## src/rtl/rob_alloc_ctrl_pkg.sv

```systemverilog
// Shared constants and types for the reorder-buffer allocation controller.
//   ROB_INDEX_WIDTH : width of a ROB index
//   ROB_DEPTH       : number of ROB entries (2**ROB_INDEX_WIDTH)
//   RECOVER_CYCLES  : dispatch-blocked cycles that follow a flush cycle
//   rob_state_e     : controller state encoding (RUN / RECOVER)
//   commit_count()  : in-order commit count from the head completion flags
package rob_alloc_ctrl_pkg;

  localparam int ROB_INDEX_WIDTH = 5;
  localparam int ROB_DEPTH       = 1 << ROB_INDEX_WIDTH;
  localparam int RECOVER_CYCLES  = 2;

  typedef enum logic {
    ST_RUN     = 1'b0,
    ST_RECOVER = 1'b1
  } rob_state_e;

  // Commits retire strictly in order: head+1 can only go if head goes too,
  // and only if it is actually a live entry.
  function automatic logic [1:0] commit_count(input logic [1:0] ready,
                                              input logic       has_one,
                                              input logic       has_two);
    logic [1:0] n;
    n = 2'd0;
    if (has_one && ready[0]) begin
      n = (ready[1] && has_two) ? 2'd2 : 2'd1;
    end
    return n;
  endfunction

endpackage

```

## src/rtl/rob_alloc_ctrl_disp_arb.sv

```systemverilog
// rob_disp_arb: combinational in-order two-slot dispatch arbiter.
//   disp_req   : request per slot (slot0 is older)
//   block      : suppresses every grant (reset, flush, recovery)
//   count      : registered live-entry count (pre-commit)
//   tail       : next free ROB index
//   grant      : grant per slot
//   idx0/idx1  : ROB index handed to slot0/slot1 (valid only when granted)
//   num_grants : number of grants issued (0..2)
module rob_disp_arb #(
  parameter int INDEX_WIDTH = 5,
  parameter int DEPTH       = 32
) (
  input  logic [1:0]             disp_req,
  input  logic                   block,
  input  logic [INDEX_WIDTH:0]   count,
  input  logic [INDEX_WIDTH-1:0] tail,
  output logic [1:0]             grant,
  output logic [INDEX_WIDTH-1:0] idx0,
  output logic [INDEX_WIDTH-1:0] idx1,
  output logic [1:0]             num_grants
);

  logic [INDEX_WIDTH:0] free_slots;
  logic                 has_one;
  logic                 has_two;

  // Uses the pre-commit count: space freed by this cycle's commits is not
  // visible to dispatch until the next cycle.
  assign free_slots = (INDEX_WIDTH+1)'(DEPTH) - count;
  assign has_one    = (free_slots != '0);
  assign has_two    = (free_slots > (INDEX_WIDTH+1)'(1));

  always_comb begin
    grant = 2'b00;
    if (!block) begin
      grant[0] = disp_req[0] && has_one;
      // slot1 is the second allocation only when slot0 also requests
      grant[1] = disp_req[1] && (disp_req[0] ? has_two : has_one);
    end
  end

  assign idx0       = tail;
  assign idx1       = disp_req[0] ? tail + INDEX_WIDTH'(1) : tail;
  assign num_grants = {1'b0, grant[0]} + {1'b0, grant[1]};

endmodule

```

## src/rtl/rob_alloc_ctrl.sv

```systemverilog
// rob_alloc_ctrl: ROB head/tail/count bookkeeping with 2-wide dispatch,
// 2-wide in-order commit, and flush recovery.
//   clk, rst             : clock, synchronous active-high reset
//   disp_req_i           : dispatch request per slot
//   disp_grant_o         : allocation granted per slot
//   disp_idx0_o/idx1_o   : ROB index of slot0/slot1 allocation
//   head_ready_i         : completion flags of head and head+1
//   comcnt_o             : entries committed this cycle
//   flush_i, flush_idx_i : squash request and oldest squashed index
//   head_o, tail_o       : oldest live entry, next free entry
//   count_o              : live entries
//   full_o, empty_o      : fewer than 2 free / no live entries
//   stall_o              : dispatch blocked
//   state_o              : 0 = RUN, 1 = RECOVER
module rob_alloc_ctrl #(
  parameter int INDEX_WIDTH    = rob_alloc_ctrl_pkg::ROB_INDEX_WIDTH,
  parameter int DEPTH          = rob_alloc_ctrl_pkg::ROB_DEPTH,
  parameter int RECOVER_CYCLES = rob_alloc_ctrl_pkg::RECOVER_CYCLES
) (
  input  logic                   clk,
  input  logic                   rst,
  input  logic [1:0]             disp_req_i,
  output logic [1:0]             disp_grant_o,
  output logic [INDEX_WIDTH-1:0] disp_idx0_o,
  output logic [INDEX_WIDTH-1:0] disp_idx1_o,
  input  logic [1:0]             head_ready_i,
  output logic [1:0]             comcnt_o,
  input  logic                   flush_i,
  input  logic [INDEX_WIDTH-1:0] flush_idx_i,
  output logic [INDEX_WIDTH-1:0] head_o,
  output logic [INDEX_WIDTH-1:0] tail_o,
  output logic [INDEX_WIDTH:0]   count_o,
  output logic                   full_o,
  output logic                   empty_o,
  output logic                   stall_o,
  output logic                   state_o
);

  import rob_alloc_ctrl_pkg::*;

  localparam int RCNT_W = (RECOVER_CYCLES < 2) ? 1 : $clog2(RECOVER_CYCLES + 1);
  localparam logic [RCNT_W-1:0] RCNT_LOAD = RCNT_W'(RECOVER_CYCLES);

  rob_state_e             state_reg, state_next;
  logic [RCNT_W-1:0]      rcnt_reg, rcnt_next;
  logic [INDEX_WIDTH-1:0] head_reg, head_next;
  logic [INDEX_WIDTH-1:0] tail_reg, tail_next;
  logic [INDEX_WIDTH:0]   count_reg, count_next;

  logic                   block;
  logic [1:0]             grant;
  logic [1:0]             num_grants;
  logic [1:0]             comcnt;
  logic [INDEX_WIDTH-1:0] head_after_commit;
  logic [INDEX_WIDTH:0]   free_slots;

  // ---------------------------------------------------------------- dispatch
  assign block = rst || flush_i || (state_reg == ST_RECOVER);

  rob_disp_arb #(
    .INDEX_WIDTH (INDEX_WIDTH),
    .DEPTH       (DEPTH)
  ) u_disp_arb (
    .disp_req   (disp_req_i),
    .block      (block),
    .count      (count_reg),
    .tail       (tail_reg),
    .grant      (grant),
    .idx0       (disp_idx0_o),
    .idx1       (disp_idx1_o),
    .num_grants (num_grants)
  );

  // ------------------------------------------------------------------ commit
  // Commits keep running through flush and recovery; only reset stops them.
  always_comb begin
    comcnt = 2'd0;
    if (!rst) begin
      comcnt = commit_count(head_ready_i,
                            count_reg != '0,
                            count_reg > (INDEX_WIDTH+1)'(1));
    end
  end

  assign head_after_commit = head_reg + INDEX_WIDTH'(comcnt);

  // ---------------------------------------------------- pointers and count
  always_comb begin
    head_next  = head_after_commit;
    tail_next  = tail_reg + INDEX_WIDTH'(num_grants);
    count_next = count_reg + (INDEX_WIDTH+1)'(num_grants)
                           - (INDEX_WIDTH+1)'(comcnt);
    if (flush_i) begin
      // Everything from flush_idx_i onward is discarded; the survivors are
      // the entries between the post-commit head and the squash point.
      tail_next  = flush_idx_i;
      count_next = {1'b0, flush_idx_i - head_after_commit};
    end
  end

  // --------------------------------------------------------------------- FSM
  always_comb begin
    state_next = state_reg;
    rcnt_next  = rcnt_reg;
    if (flush_i) begin
      rcnt_next = RCNT_LOAD;
      if (RECOVER_CYCLES > 0) begin
        state_next = ST_RECOVER;
      end
    end else if (state_reg == ST_RECOVER) begin
      // Leave on the cycle whose decrement brings the counter to zero, so
      // RECOVER occupies exactly RECOVER_CYCLES cycles.
      if (rcnt_reg <= RCNT_W'(1)) begin
        state_next = ST_RUN;
        rcnt_next  = '0;
      end else begin
        rcnt_next = rcnt_reg - RCNT_W'(1);
      end
    end
  end

  always_ff @(posedge clk) begin
    if (rst) begin
      state_reg <= ST_RUN;
      rcnt_reg  <= '0;
      head_reg  <= '0;
      tail_reg  <= '0;
      count_reg <= '0;
    end else begin
      state_reg <= state_next;
      rcnt_reg  <= rcnt_next;
      head_reg  <= head_next;
      tail_reg  <= tail_next;
      count_reg <= count_next;
    end
  end

  // ----------------------------------------------------------------- outputs
  assign free_slots   = (INDEX_WIDTH+1)'(DEPTH) - count_reg;
  assign disp_grant_o = grant;
  assign comcnt_o     = comcnt;
  assign head_o       = head_reg;
  assign tail_o       = tail_reg;
  assign count_o      = count_reg;
  assign full_o       = (free_slots < (INDEX_WIDTH+1)'(2));
  assign empty_o      = (count_reg == '0);
  assign stall_o      = full_o || (state_reg == ST_RECOVER) || flush_i;
  assign state_o      = state_reg;

endmodule

```

## config.mk

```make
export PLATFORM = sky130hd
export DESIGN_NAME = rob_alloc_ctrl
export DESIGN_NICKNAME = d
export VERILOG_FILES = /design/src/rtl/rob_alloc_ctrl_pkg.sv /design/src/rtl/rob_alloc_ctrl_disp_arb.sv /design/src/rtl/rob_alloc_ctrl.sv
export SDC_FILE = /design/constraint.sdc
export NUM_CORES = 1
export LEC_CHECK = 0
export CAP_MARGIN = 20
export CORE_MARGIN = 5
export CORE_UTILIZATION = 60
export DETAILED_ROUTE_END_ITERATION = 12
export DONT_BUFFER_PORTS = 1
export PLACE_DENSITY = 0.81
export RECOVER_POWER = 50
export SLEW_MARGIN = 20
export SYNTH_ARGS = -nofsm -noshare
export SYNTH_HDL_FRONTEND = slang
export SYNTH_HIERARCHICAL = 1
export SYNTH_SLANG_ARGS = --single-unit
export TNS_END_PERCENT = 20
```

## constraint.sdc

```tcl
create_clock -name clk -period 11.7 [get_ports clk]
set_input_delay 2.925 -clock clk [delete_from_list [all_inputs] [get_ports clk]]
set_output_delay 2.925 -clock clk [all_outputs]
set_load 0.005 [all_outputs]
```

==> impl_metrics.toml <==
# generated from flow reports
[run_status]
outcome = "completed"

[finish]
final-clk-cell-share_pct = 1.71
final_util_pct = 63.9
buffers = 0
seq_cells = 19
num-multi-input-gates = 137
largest_reg_flops = 6
stdcell_count = 213
comb_area_share_pct = 67.0
layout-drive-gt1-share_pct = 6.01
buffer_area_share_pct = 0
seq_area_um2 = 380

[timing]
setup_viol = 0
hold_viol = 0
worst_pin_slew_ns = 0.347
rsz0062_at_grt = "false"
max_clock_freq_mhz = 152
finalClockPeriodUsage_pct = 56.3
finClkSkew_ns = 0.000954
hold_slack_ns = 0.533
period_minus_slack_ns = 6.58
slew_violations = 0
maxSlewHeadroom_pct = 76.6

[yosys]
ys_types = 38
common_cells = "nor2_1, ha_1, inv_1, dfxtp_1, a21oi_1"
yosys_cells = 189
fa_ha_area_share_pct = 24.1
netlist_instances = 189
yosys_area_mm2 = 0.00161
top_area_share_pct = 23.6
synth_top_flop_cell = "dfxtp_1"
ys_sh_mux_pct = 4.58
synthesis.area_mm2 = 0.00161
syn-mean-instance-area_um2 = 8.53
syn-num-nets = 229

[clock_network]
cts_tree = "yes"
cts_setup_buffers = 0
cts_sinks = 19
cts_resized = 0
worstSkewPairLatency_ns = 0.30
cts_buffer_depth = 2
holdBufCountCts = 0

[grt]
grt_pass1_wl_um = 5840
grt.busiest_layer = "met2"
grt_pass1_vias = 1362
grt_overflow = 0
use_met2_pct = 37.2
use_met3_pct = 4.75
grt_use_total_pct = 20.8

[critical_path]
worst_path_largest_cell_delay_ns = 0.34
crit_path_end = "disp_grant_o[1]"
critPathTopFamily = "simple AND/OR/NAND/NOR gates"
r2r-end = "count_o[4]$_SDFF_PP0_"
rr_worst_depth = 14
r2r_slack_ns = 7.71
critPathLaunchType = "primary input"
crit_arrival_ns = 3.66
r2r_start = "count_o[2]$_SDFF_PP0_"
end_kind = "output pin"

[power_and_ir_drop]
comb-power_w = 0.000164
top_power_group = "combinational logic"
p_switching_w = 0.000132
p_leak_nw = 0.711
vdd_ir_drop_max_v = 0.000136
p_per_area_mw_per_mm2 = 183
p_comb_share_pct = 55.6
power_frac_seq_pct = 33.0
power_w = 0.000295

[flow_run]
maxCapViolCount = 0
tool_warnings = 31

[route]
first_pass_iters = 4
wl_met3_um = 346
vias = 1260
wl_met1_um = 1360

[floorplan]
nWellTaps = 30
fp.dieH_um = 61.8
fp_util_pct = 63.9

[hold_path]
worst_hold_path.endpoint = "rcnt_reg[1]$_SDFFE_PP0P_"

[placed_design]
pre_cts_ws_ns = 5.11
congestion.png
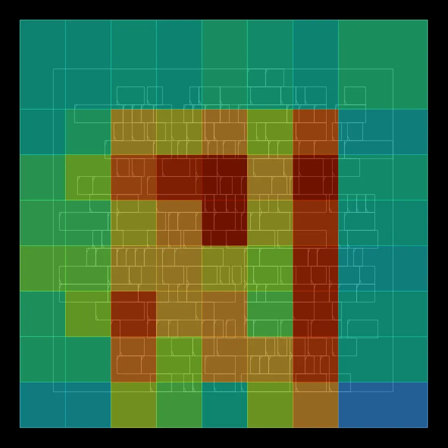
routed length per placed instance: 16.6 um
met1 Use GR: 23.0%

clk_routes.png
(10 px per um)
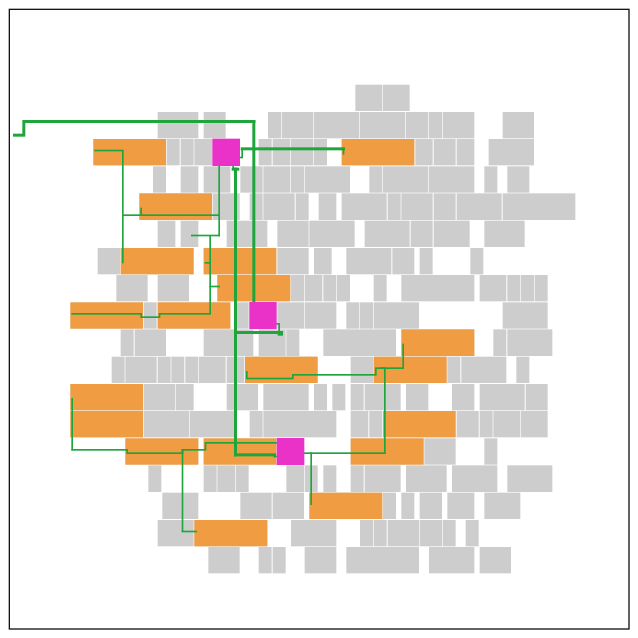
Key: clock drivers = magenta [count 3]; flip-flops = orange [count 19]; clock wires = green [length 243 um]
There are 4 routed clock nets.

placement_by_type.png
(8 px per um) Fill, decap, tap and diode cells in grey.
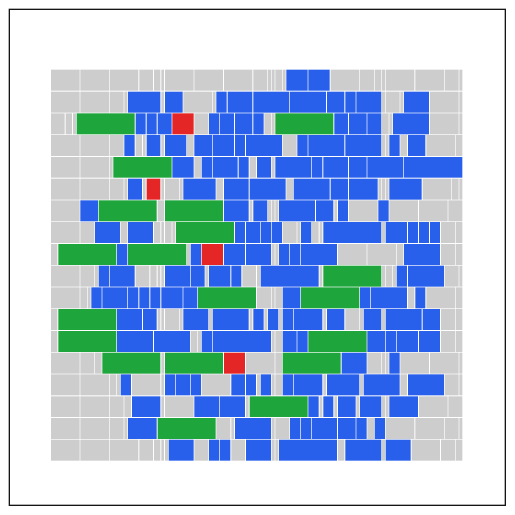
Key: sequential cells = green [cells 19, share of their area 24%]; combinational and other logic = blue [cells 160, share of their area 74%]; clock drivers and dummy loads = red [cells 4, share of their area 1.7%]
Final Cell Area: 0.00161 mm2
Std-Cell Rows: 18
Placeable Area: 0.00252 mm2
sequential share of cell area: 23.6%

